## src/rtl/qlearn_pkg.sv

```systemverilog
// Shared widths and scan FSM encoding for the Q-learning
// max-Q scan datapath.
package qlearn_pkg;

    localparam int ADDR_WIDTH  = 8;
    localparam int DATA_WIDTH  = 32;
    localparam int STATE_WIDTH = 6;
    localparam int NUM_ACTIONS = 4;

    typedef enum logic [1:0] {
        S_IDLE,
        S_READ,
        S_LAST,
        S_DONE
    } scan_state_t;

endpackage

```

## src/rtl/qmax_scan_if.sv

```systemverilog
// Request, Q-table read port and result signals of qmax_scan.
interface qmax_scan_if #(
    parameter int ADDR_WIDTH  = qlearn_pkg::ADDR_WIDTH,
    parameter int DATA_WIDTH  = qlearn_pkg::DATA_WIDTH,
    parameter int STATE_WIDTH = qlearn_pkg::STATE_WIDTH
);
    localparam int ACT_WIDTH = ADDR_WIDTH - STATE_WIDTH;

    logic                   i_start;
    logic [STATE_WIDTH-1:0] i_state;
    logic [ADDR_WIDTH-1:0]  o_addr_r;
    logic                   o_read_en;
    logic [DATA_WIDTH-1:0]  i_q_data;
    logic                   o_busy;
    logic                   o_done;
    logic [DATA_WIDTH-1:0]  o_max_q;
    logic [ACT_WIDTH-1:0]   o_max_action;

    modport master (
        output i_start, i_state, i_q_data,
        input  o_addr_r, o_read_en, o_busy,
        input  o_done, o_max_q, o_max_action
    );

    modport slave (
        input  i_start, i_state, i_q_data,
        output o_addr_r, o_read_en, o_busy,
        output o_done, o_max_q, o_max_action
    );
endinterface

```

## src/rtl/qmax_cmp.sv

```systemverilog
// Signed running-max select: the first sample always wins,
// later ones only when strictly greater.
module qmax_cmp #(
    parameter int DATA_WIDTH = 32,
    parameter int ACT_WIDTH  = 2
) (
    input  logic [DATA_WIDTH-1:0] run_max,
    input  logic [ACT_WIDTH-1:0]  run_act,
    input  logic [DATA_WIDTH-1:0] cand,
    input  logic [ACT_WIDTH-1:0]  cand_act,
    input  logic                  first,
    output logic [DATA_WIDTH-1:0] max_out,
    output logic [ACT_WIDTH-1:0]  act_out
);
    logic take;

    assign take    = first || ($signed(cand) > $signed(run_max));
    assign max_out = take ? cand : run_max;
    assign act_out = take ? cand_act : run_act;
endmodule

```

## src/rtl/qmax_scan.sv

```systemverilog
// Scans the four actions of one state in the Q-table and
// reports the signed maximum Q-value and its action.
module qmax_scan #(
    parameter int ADDR_WIDTH  = qlearn_pkg::ADDR_WIDTH,
    parameter int DATA_WIDTH  = qlearn_pkg::DATA_WIDTH,
    parameter int STATE_WIDTH = qlearn_pkg::STATE_WIDTH
) (
    input logic        i_clk,
    input logic        i_rst,
    qmax_scan_if.slave bus
);
    import qlearn_pkg::*;

    localparam int AW = ADDR_WIDTH - STATE_WIDTH;
    localparam logic [AW-1:0] LAST_ACT = AW'(NUM_ACTIONS - 1);

    scan_state_t            st;
    logic [STATE_WIDTH-1:0] lat_state;
    logic [AW-1:0]          cnt;
    logic                   valid;
    logic [AW-1:0]          v_act;
    logic [DATA_WIDTH-1:0]  run_max;
    logic [AW-1:0]          run_act;
    logic [DATA_WIDTH-1:0]  nx_max;
    logic [AW-1:0]          nx_act;

    qmax_cmp #(
        .DATA_WIDTH (DATA_WIDTH),
        .ACT_WIDTH  (AW)
    ) u_cmp (
        .run_max  (run_max),
        .run_act  (run_act),
        .cand     (bus.i_q_data),
        .cand_act (v_act),
        .first    (v_act == '0),
        .max_out  (nx_max),
        .act_out  (nx_act)
    );

    always_ff @(posedge i_clk) begin
        if (i_rst) begin
            st               <= S_IDLE;
            lat_state        <= '0;
            cnt              <= '0;
            valid            <= 1'b0;
            v_act            <= '0;
            run_max          <= '0;
            run_act          <= '0;
            bus.o_addr_r     <= '0;
            bus.o_read_en    <= 1'b0;
            bus.o_busy       <= 1'b0;
            bus.o_done       <= 1'b0;
            bus.o_max_q      <= '0;
            bus.o_max_action <= '0;
        end else begin
            // Read data lags the enable by one cycle; tag it with its action.
            valid      <= bus.o_read_en;
            v_act      <= cnt;
            bus.o_done <= 1'b0;
            if (valid) begin
                run_max <= nx_max;
                run_act <= nx_act;
            end
            unique case (st)
                S_IDLE: begin
                    if (bus.i_start) begin
                        lat_state     <= bus.i_state;
                        cnt           <= '0;
                        bus.o_addr_r  <= {bus.i_state, AW'(0)};
                        bus.o_read_en <= 1'b1;
                        bus.o_busy    <= 1'b1;
                        st            <= S_READ;
                    end
                end
                S_READ: begin
                    cnt <= cnt + 1'b1;
                    if (cnt == LAST_ACT) begin
                        bus.o_read_en <= 1'b0;
                        st            <= S_LAST;
                    end else begin
                        bus.o_addr_r <= {lat_state, cnt + 1'b1};
                    end
                end
                S_LAST: begin
                    bus.o_max_q      <= nx_max;
                    bus.o_max_action <= nx_act;
                    bus.o_done       <= 1'b1;
                    st               <= S_DONE;
                end
                S_DONE: begin
                    bus.o_busy <= 1'b0;
                    st         <= S_IDLE;
                end
            endcase
        end
    end
endmodule

```

## src/flat_wrapper.sv

```systemverilog
// flat-port wrapper written by rule: the top's interface ports become plain ports
module qmax_scan_flat import qlearn_pkg::*;
#(
    parameter int ADDR_WIDTH  = qlearn_pkg::ADDR_WIDTH,
    parameter int DATA_WIDTH  = qlearn_pkg::DATA_WIDTH,
    parameter int STATE_WIDTH = qlearn_pkg::STATE_WIDTH
)
  (i_clk, i_rst, bus_i_start, bus_i_state, bus_i_q_data, bus_o_addr_r, bus_o_read_en, bus_o_busy, bus_o_done, bus_o_max_q, bus_o_max_action);
  qmax_scan_if #(.ADDR_WIDTH(ADDR_WIDTH), .DATA_WIDTH(DATA_WIDTH), .STATE_WIDTH(STATE_WIDTH)) bus_i ();
  input logic i_clk;
  input logic i_rst;
  input wire logic [$bits(bus_i.i_start)-1:0] bus_i_start;
  input wire logic [$bits(bus_i.i_state)-1:0] bus_i_state;
  input wire logic [$bits(bus_i.i_q_data)-1:0] bus_i_q_data;
  output wire logic [$bits(bus_i.o_addr_r)-1:0] bus_o_addr_r;
  output wire logic [$bits(bus_i.o_read_en)-1:0] bus_o_read_en;
  output wire logic [$bits(bus_i.o_busy)-1:0] bus_o_busy;
  output wire logic [$bits(bus_i.o_done)-1:0] bus_o_done;
  output wire logic [$bits(bus_i.o_max_q)-1:0] bus_o_max_q;
  output wire logic [$bits(bus_i.o_max_action)-1:0] bus_o_max_action;
  assign bus_i.i_start = bus_i_start;
  assign bus_i.i_state = bus_i_state;
  assign bus_i.i_q_data = bus_i_q_data;
  assign bus_o_addr_r = bus_i.o_addr_r;
  assign bus_o_read_en = bus_i.o_read_en;
  assign bus_o_busy = bus_i.o_busy;
  assign bus_o_done = bus_i.o_done;
  assign bus_o_max_q = bus_i.o_max_q;
  assign bus_o_max_action = bus_i.o_max_action;
  qmax_scan #(.ADDR_WIDTH(ADDR_WIDTH), .DATA_WIDTH(DATA_WIDTH), .STATE_WIDTH(STATE_WIDTH)) u_core (.i_clk(i_clk), .i_rst(i_rst), .bus(bus_i));
endmodule
```

## config.mk

```make
export PLATFORM = sky130hd
export DESIGN_NAME = qmax_scan_flat
export DESIGN_NICKNAME = d
export VERILOG_FILES = /design/src/rtl/qlearn_pkg.sv /design/src/rtl/qmax_scan_if.sv /design/src/rtl/qmax_cmp.sv /design/src/rtl/qmax_scan.sv /design/src/flat_wrapper.sv
export SDC_FILE = /design/constraint.sdc
export NUM_CORES = 1
export LEC_CHECK = 0
export ABC_AREA = 1
export CORE_UTILIZATION = 53
export DETAILED_ROUTE_END_ITERATION = 12
export GPL_ROUTABILITY_DRIVEN = 0
export HOLD_SLACK_MARGIN = 0.08
export PLACE_DENSITY = 0.91
export SLEW_MARGIN = 20
export SYNTH_ARGS = -nofsm -noshare
export SYNTH_HDL_FRONTEND = slang
export SYNTH_SLANG_ARGS = --single-unit
```

## constraint.sdc

```tcl
create_clock -name i_clk -period 2.9 [get_ports i_clk]
set_input_delay 0.58 -clock i_clk [delete_from_list [all_inputs] [get_ports i_clk]]
set_output_delay 0.58 -clock i_clk [all_outputs]
set_load 0.03 [all_outputs]
```

Congestion heat map:
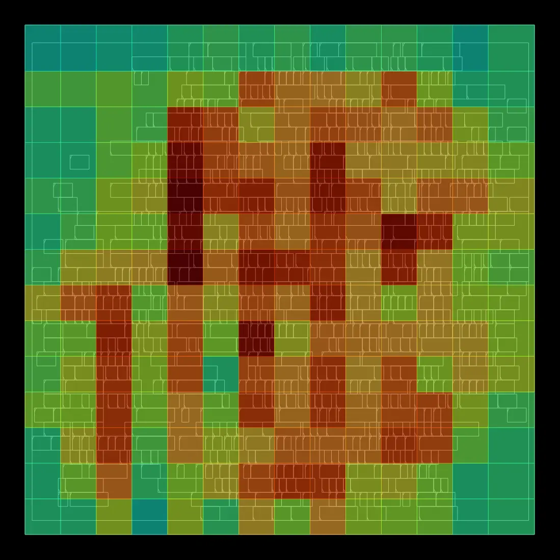
GR peak layer: met2
GRT Resource Usage Total: 0.263
GR Util met2: 0.465
fin util: 0.689

Gate families picked out:
Bar = 20 microns.
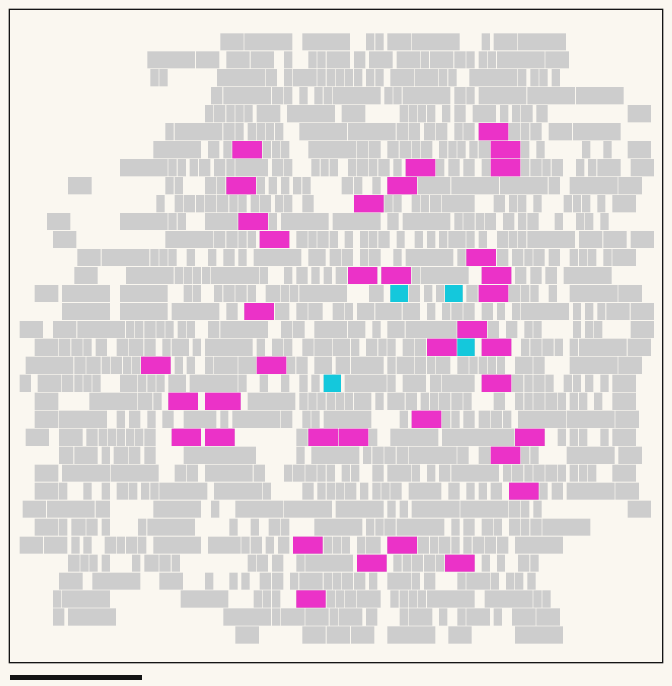
| family | color | cells |
|---|---|---|
| adder and majority cells | magenta | 37 |
| AND-OR and OR-AND gates | cyan | 4 |
highest-count logic cell in the final layout: nand2_1
Non-Filler Instances: 928

Cells by drive strength:
Bar = 20 microns.
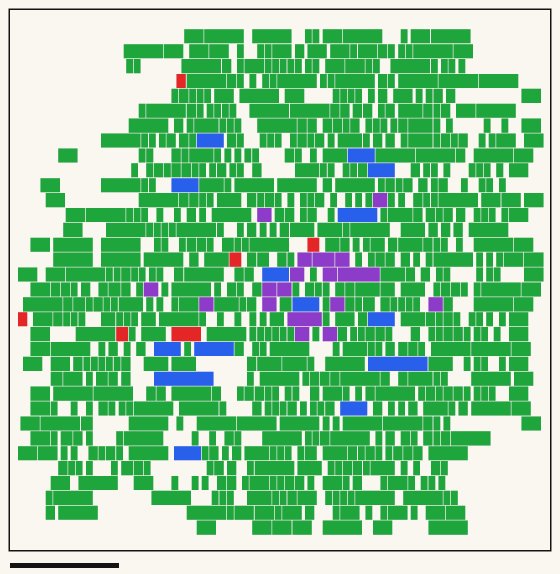
| size | color | cells | most used |
|---|---|---|---|
| drive 3 to 4 | purple | 18 | buf_4 |
| drive 1 or less | green | 782 | nand2_1 |
| drive 2 | red | 6 | or2_2 |
| drive 6 and up | blue | 14 | clkbuf_8 |
Layout area overhead: 23.7%
setup ws final: 205 ps

Where the registers sit:
Bar = 20 microns.
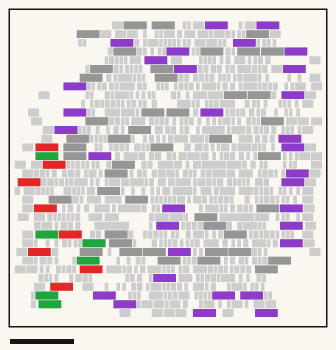
| netlist name | color | flops |
|---|---|---|
| `u_core.bus.o_addr_r` | red | 8 |
| `u_core.lat_state` | green | 6 |
| `u_core.bus.o_max_q` | purple | 32 |
flip-flop and latch power: 1.79 mW
sequential cell area share: 0.301
register area: 1840 sq um

Cell classes on the final placement:
Bar = 20 microns.
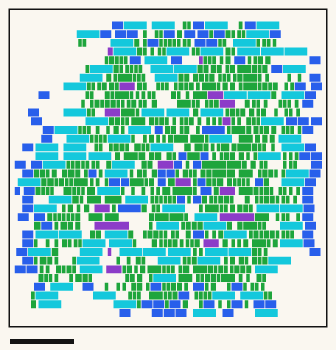
| class | color | cells | share of their area |
|---|---|---|---|
| all other logic | green | 611 | 49% |
| flip-flops | cyan | 92 | 31% |
| other buffers and delay cells | blue | 101 | 17% |
| clock drivers and dummy loads | purple | 16 | 3.6% |
Finished Cell Area: 6130 sq um
Rows: 34
Core Region: 8890 sq um

## state kept, by name, summed over array words and instances, names as in the netlist
name                     flops
u_core.valid                 1
u_core.v_act                 2
u_core.bus.o_done            1
u_core.run_max              32
u_core.bus.o_max_action      2
u_core.cnt                   2
u_core.run_act               2
u_core.lat_state             6
u_core.bus.o_read_en         1
u_core.st                    2
u_core.bus.o_max_q          32
u_core.bus.o_addr_r          8
u_core.bus.o_busy            1
## cell families after synthesis
group,count (synthesis)
DFF,92
buffers and inverters,158
adders and majority gates,37
and+or+nand+nor,373
AOI/OAI and AO/OA,80
## power by group
part           leakage, nW  switching (mW)  internal (mW)  total [mW]
Sequential           0.753           0.184           1.61        1.79
Combinational         2.12            1.54          0.931        2.47
Clock                0.107           0.446          0.509       0.955
Total                 2.98            2.17           3.05        5.22
==> results.toml <==
# synthesis and place-and-route metrics
[global_route]
grt_pass1_vias = 4927
use_met3 = 0.0411
grt_overflow = 0
use_met1 = 0.311
antenna_found_initial = 0
grt_pass1_wl_microns = 21000

[logic_synthesis]
adder_share = 0.0935
top_area_frac = 0.372
edf_count = 0
xor_share = 0
ys_seq_frac = 0.372
synth_top_cell_by_count = "nand2_1"
top_cells_by_area = "dfxtp_1, nand2_1, nand3_1"
avgSynthCellArea_sq_um = 6.69
async_flop_share = 0
synthTopCellsByCount = "nand2_1, inv_1, nand3_1"
synth_cell_type_count = 27
ys_top_logic_family = "simple AND/OR/NAND/NOR gates"
synthAoiAreaFrac = 0.0854
fp_nets = 818
ys_chip_area_sq_um = 4950
synth_stat.cells = 740
ys_sh_mux = 0
ys.flops = 92
ys.flop_type = "dfxtp_1"
ys_warn_count = 0

[worst_setup_path]
critical_path.top_delay_family = "simple AND/OR/NAND/NOR gates"
r2r_end = "u_core.run_max[16]$_SDFFE_PP0P_"
r2r_slack_ps = 530
worst_setup_path_end_kind = "register"
crit_path_end = "u_core.run_max[16]$_SDFFE_PP0P_"
worst_path_max_delay_cell = "clkdlybuf4s50_1"
crit_cells = 16
critPathLaunch = "bus_i_q_data[31]"
crit_path_start_kind = "input port"
crit_chain = "clkdlybuf4s50_1, ha_1, nand2_1, nor2_2, nand2_1, nor4_4, nand2_1, nand2_1, nand2_1, nand3_4, nand2_4, buf_4, nand2_1, nand3_1, nand2_1, inv_1"
cp.arrival_ps = 2950
r2r_start = "u_core.run_max[19]$_SDFFE_PP0P_"
cp_common_cell = "nand2_1"
path_class = "in -> reg"
worst-endpoint-required_ps = 3160
r2r_cells = 14
slowest_delay_ps = 480
path_max_fanout = 10
path_buffers = 3

[placed_design]
detailedPlace.worstSlack_ps = -125
place_area_sq_um = 5910
dp.cells = 912
hpwl_microns = 8400

[final_layout]
fin_nets = 893
nonClkBufAreaFrac = 0.162
n_all_inverters = 121
drive_gt1_frac = 0.0463
sh_comb_area = 0.406
flop-count = 92
nClkBuffers = 12
fillers = 708
clockNetworkAreaShare = 0.0355
logic_area_sq_um = 2490
n_antenna_cell = 0
signal_buffers = 101
area_dominant_class = "logic gates"
multi_input_comb_cells = 490

[clocking]
clk_pin_slew_ps = 90
clkSinkCount = 92
clk_latency_ps = 360
clock_tree.htree_level_count = 3
cts_hold_buffers = 0
cts_buffer_depth = 2
postCtsSetupBuffers = 0
cts_buffers = 9
cts_tree = "yes"

[min_path]
holdPathStages = 2
hold_end = "u_core.bus.o_addr_r[0]$_SDFFE_PP0P_"

[power_and_ir_drop]
power.density_nw_per_um2 = 852
vdd_drop_max_v = 0.000603
p_leak_nw = 2.98
total_power_mw = 5.22

[floorplan]
chipHeight_microns = 98.7
num_tap_cells = 108
die_area_sq_um = 9730
fp.dieW_microns = 98.7
initial_utilization = 0.557

[sta]
worst_pin_slew_ps = 1100
hold_violations = 0
drv_slew = 0
clock.fmax_ghz = 0.371
rsz0062_at_grt = "no"
finalCritPeriodShare = 0.929
hold_ws_ps = 452
finalCriticalPeriod_ps = 2700
setup_violations = 0
slew_headroom = 0.266

[drt]
vias = 4957
drtPass1Iterations = 5
route.detailed.drc = 0
finalWirelength_microns = 12300
drtAntennaViolNets = 0
top_layer = "met4"
drtIter0Drc = 347
viasPerCell = 5.34
wl_met2_microns = 5950

[run]
tool_warnings = 29
maxCapViolations = 0

[outcome]
outcome = "completed"
Power figures rest on the tool's default switching activity, not on a simulated workload.
